### Placement density heat map

The die is cut into 11 by 11 equal tiles; white is low, dark blue is high, 0 to 100% covered.
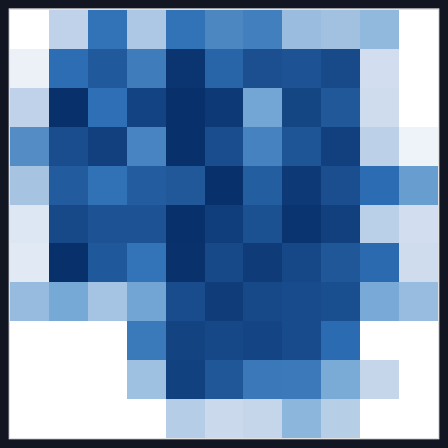
### Gate families picked out

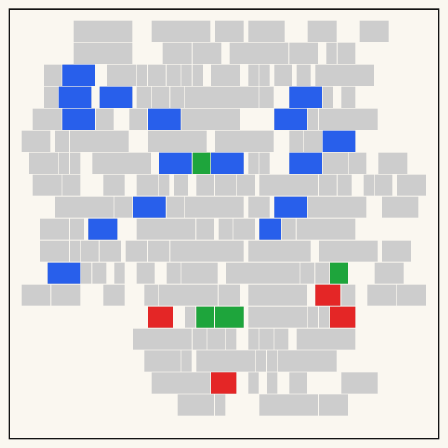
### Wiring by layer

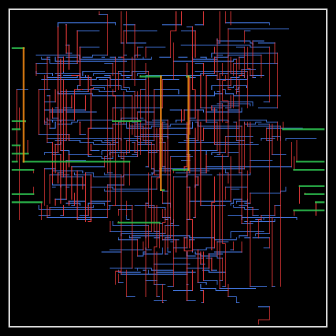
### Track usage over the die

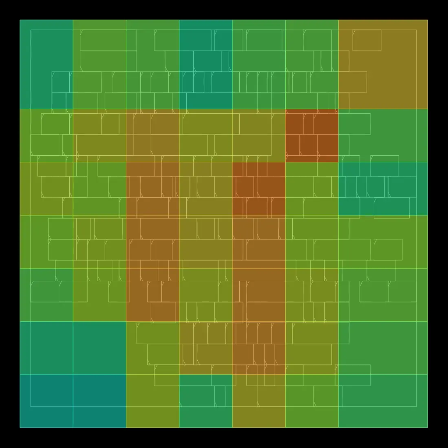
### Met2 routing

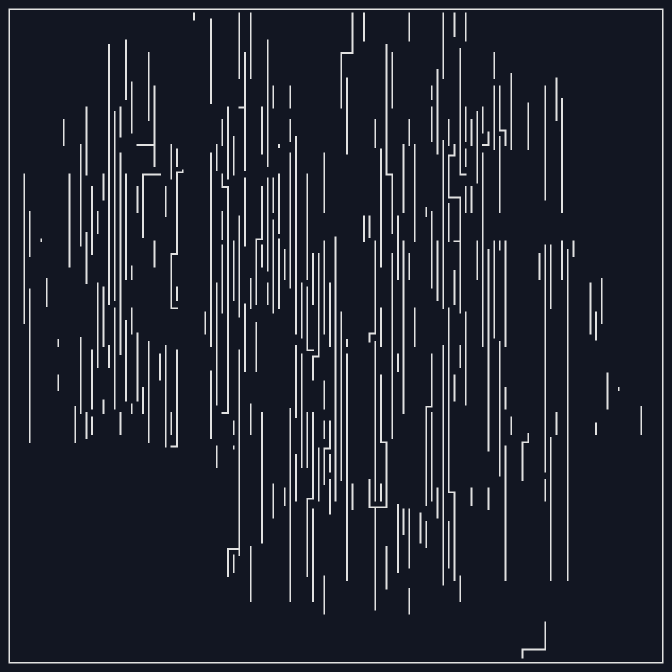
`config.mk`:
```
export PLATFORM = sky130hd
export DESIGN_NAME = therm_scan_ctrl
export DESIGN_NICKNAME = d
export VERILOG_FILES = /design/src/rtl/therm_scan_ctrl.sv
export SDC_FILE = /design/constraint.sdc
export NUM_CORES = 1
export LEC_CHECK = 0
export ABC_CLOCK_PERIOD_IN_PS = 1600
export CAP_MARGIN = 5
export CORE_UTILIZATION = 50
export CTS_BUF_LIST = sky130_fd_sc_hd__clkbuf_16
export CTS_CLUSTER_SIZE = 20
export DETAILED_ROUTE_END_ITERATION = 7
export PLACE_DENSITY = 0.86
export SYNTH_ARGS = -nofsm -noshare
export SYNTH_HDL_FRONTEND = slang
export SYNTH_SLANG_ARGS = --single-unit
export TNS_END_PERCENT = 50
```
`constraint.sdc`:
```
create_clock -name clk -period 1.6 [get_ports clk]
set_input_delay 0.16 -clock clk [delete_from_list [all_inputs] [get_ports clk]]
set_output_delay 0.16 -clock clk [all_outputs]
set_load 0.005 [all_outputs]
```
`src/rtl/therm_scan_ctrl.sv`:
```
// Serial thermometer-code popcount with illegal-code flag; WIDTH-cycle scan, result held until out_ready.
// THERM_EARLY_EXIT_EN: stop the scan at the first 0 bit and report the run length of ones, err tied low.
module therm_scan_ctrl #(
  parameter int WIDTH = 15,
  parameter int CNT_W = 4
) (
  input  logic             clk,
  input  logic             rst_n,
  input  logic             in_valid,
  output logic             in_ready,
  input  logic [0:WIDTH-1] in,
  output logic             out_valid,
  input  logic             out_ready,
  output logic [CNT_W-1:0] y,
  output logic             err
);

  typedef enum logic [1:0] {
    IDLE = 2'd0,
    SCAN = 2'd1,
    DONE = 2'd2
  } state_t;

  state_t           state;
  state_t           state_nxt;
  logic [0:WIDTH-1] shreg;
  logic [CNT_W-1:0] idx;
  logic             cur_bit;
  logic             last_bit;
  logic             accept;
`ifndef THERM_EARLY_EXIT_EN
  logic             seen_zero;
`endif

  // The bit under scan always sits at the LSB end (index WIDTH-1) of the shift register.
  assign cur_bit  = shreg[WIDTH-1];
  assign last_bit = (idx == CNT_W'(WIDTH - 1));

  always_ff @(posedge clk) begin
    if (!rst_n) begin
      state <= IDLE;
    end else begin
      state <= state_nxt;
    end
  end

  always_comb begin
    state_nxt = state;
    in_ready  = 1'b0;
    out_valid = 1'b0;
    accept    = 1'b0;
    case (state)
      IDLE: begin
        in_ready = 1'b1;
        if (in_valid) begin
          accept    = 1'b1;
          state_nxt = SCAN;
        end
      end
      SCAN: begin
`ifdef THERM_EARLY_EXIT_EN
        if (last_bit || !cur_bit) begin
          state_nxt = DONE;
        end
`else
        if (last_bit) begin
          state_nxt = DONE;
        end
`endif
      end
      DONE: begin
        out_valid = 1'b1;
        if (out_ready) begin
          state_nxt = IDLE;
        end
      end
      default: state_nxt = IDLE;
    endcase
  end

  always_ff @(posedge clk) begin
    if (!rst_n) begin
      shreg     <= '0;
      idx       <= '0;
      y         <= '0;
      err       <= 1'b0;
`ifndef THERM_EARLY_EXIT_EN
      seen_zero <= 1'b0;
`endif
    end else if (accept) begin
      shreg     <= in;
      idx       <= '0;
      y         <= '0;
      err       <= 1'b0;
`ifndef THERM_EARLY_EXIT_EN
      seen_zero <= 1'b0;
`endif
    end else if (state == SCAN) begin
      shreg <= {1'b0, shreg[0:WIDTH-2]};
      idx   <= idx + CNT_W'(1);
`ifdef THERM_EARLY_EXIT_EN
      if (cur_bit) begin
        y <= y + CNT_W'(1);
      end
`else
      if (cur_bit) begin
        y <= y + CNT_W'(1);
        // A one above any zero breaks the thermometer property.
        if (seen_zero) begin
          err <= 1'b1;
        end
      end else begin
        seen_zero <= 1'b1;
      end
`endif
    end
  end

endmodule

```
==> notes.org <==
* Flow results

** Outcome
- The run finished with clean final reports.

** Yosys
- Per the synth log, the flip-flop and latch total comes to 27.
- Number of enable flip-flop cells :: 0
- Synth Cell Area :: 1300 µm²
- Cell accounting for the most synthesized area :: dfxtp_1
- Dominant cell by count in the synthesized netlist :: dfxtp_1
- Fraction of synthesis flops using an asynchronous set or reset pin :: 0%
- Counting every instance in the synthesized netlist gives 143.
- The synthesized netlist contains 30 unique library cells.
- AND-OR/OR-AND share of the synthesized area :: 23.2%

** Cells and area
- Combinational gate area :: 681 µm²
- Cell type taking the most area :: combinational gates
- Flip-flop count of the largest register, all copies and words added :: 15
- Util after Layout :: 67.4%
- Count of non-CTS buffers in the layout :: 32
- Cell area after layout :: 1650 µm²

** Critical path
- Start point of the critical path :: state[0]
- Depth of the critical timing path with buffers and inverters included :: 3
- Arrival time at the worst endpoint :: 1.62 ns
- Data required time of the worst path :: 1.80 ns
- Broken down by cell family, the worst path's largest delay share belongs to AND-OR/OR-AND gates.
- In this design, the stage delay of the slowest critical-path cell is 0.51 ns.
- The worst register-to-register path has a depth of 3.

** Place
- Detailed placement finished with a half-perimeter wire length of 1.89 mm.
- Prior to clock tree synthesis, the placed netlist has a worst setup slack of 0.0755 ns.

** Floorplan
- Placeable core region :: 2450 µm²
- For this design the top-level I/O count stands at 26.
- DIE AREA :: 2810 µm²
- Per the OpenROAD floorplan log, the height of the die is 53.0 µm.
- Measured along the x axis, the die boundary spans 53.0 µm.

** Clock tree
- Number of buffers created by CTS :: 3
- Looking at the worst setup and hold paths, the clock pins of their registers show a slew of 0.06 ns.
- CTS-repair resized insts :: 1
- CTS H-tree depth :: 1
- Clock tree from TritonCTS :: built
- Post-CTS timing repair inserted 0 buffers for setup.

** STA
- The worst path in the final design needs a cycle of 1.42 ns, including I/O delays and setup.
- The end-of-flow timing check tallies setup violations at 0.
- Setup repair after global routing missed its margin :: false
- Looking at the max-slew report, the worst-margin pin has a slew of 0.541 ns.

** Worst hold path
- The path class of the tightest hold or removal check is register to register.

** Pwr
- Leakage :: 0.677 nW
- Per the summary, power density relative to cell area is 911 nW/µm².
Back to the opening pictures, 'Placement density heat map':
16% of the tiles are nearly empty. The mean over all tiles is 58%. The densest ninth of the die: center. The emptiest ninth of the die: lower left. The fullest tile reaches 100%.

Back to the opening pictures, 'Gate families picked out':
AND-OR and OR-AND gates: in blue, cells 16, most used o221a_1. XOR/XNOR gates: in red, cells 4, most used xor2_1. AND and OR gates: in green, cells 4, most used or3_1.

Back to the opening pictures, 'Wiring by layer':
met4: in orange, wire length 53.7 µm. met3: in green, wire length 86.4 µm. met2: in red, wire length 1,310 µm. met1: in blue, wire length 1,210 µm.

Back to the opening pictures, 'Track usage over the die':
met3 Track Usage GR: 2.01%
gr busiest metal: met2

Back to the opening pictures, 'Met2 routing':
The layer carries 1,310 µm of wire. 159 nets have wire on it. The wires run mostly vertical. The longest straight run is 26.9 µm.

[placed cells by master (no fill, tap or decap), drive strengths merged, types with 3 or more instances in the layout]
master | netlist | final
dfxtp | 27 | 27
nor2 | 23 | 23
clkdlybuf4s50 | 0 | 23
a21oi | 18 | 18
nor2b | 16 | 16
o221a | 14 | 14
buf | 9 | 7
inv | 2 | 3
nand2b | 3 | 3
nand3 | 3 | 3
xor2 | 3 | 3
ha | 3 | 3
clkbuf | 3 | 3
[worst register-to-register path: stages, from the launching register on]
cell and delay (ns):
dfxtp_1 0.33, buf_4 0.23, o21ba_1 0.52, o221a_1 0.28
[power breakdown]
group	leakage (nW)	switching, mW	internal (mW)
clock	0.0423	0.210	0.334
combinational	0.412	0.0971	0.122
sequential	0.223	0.0297	0.714
Power is estimated from default activity; no workload was simulated.
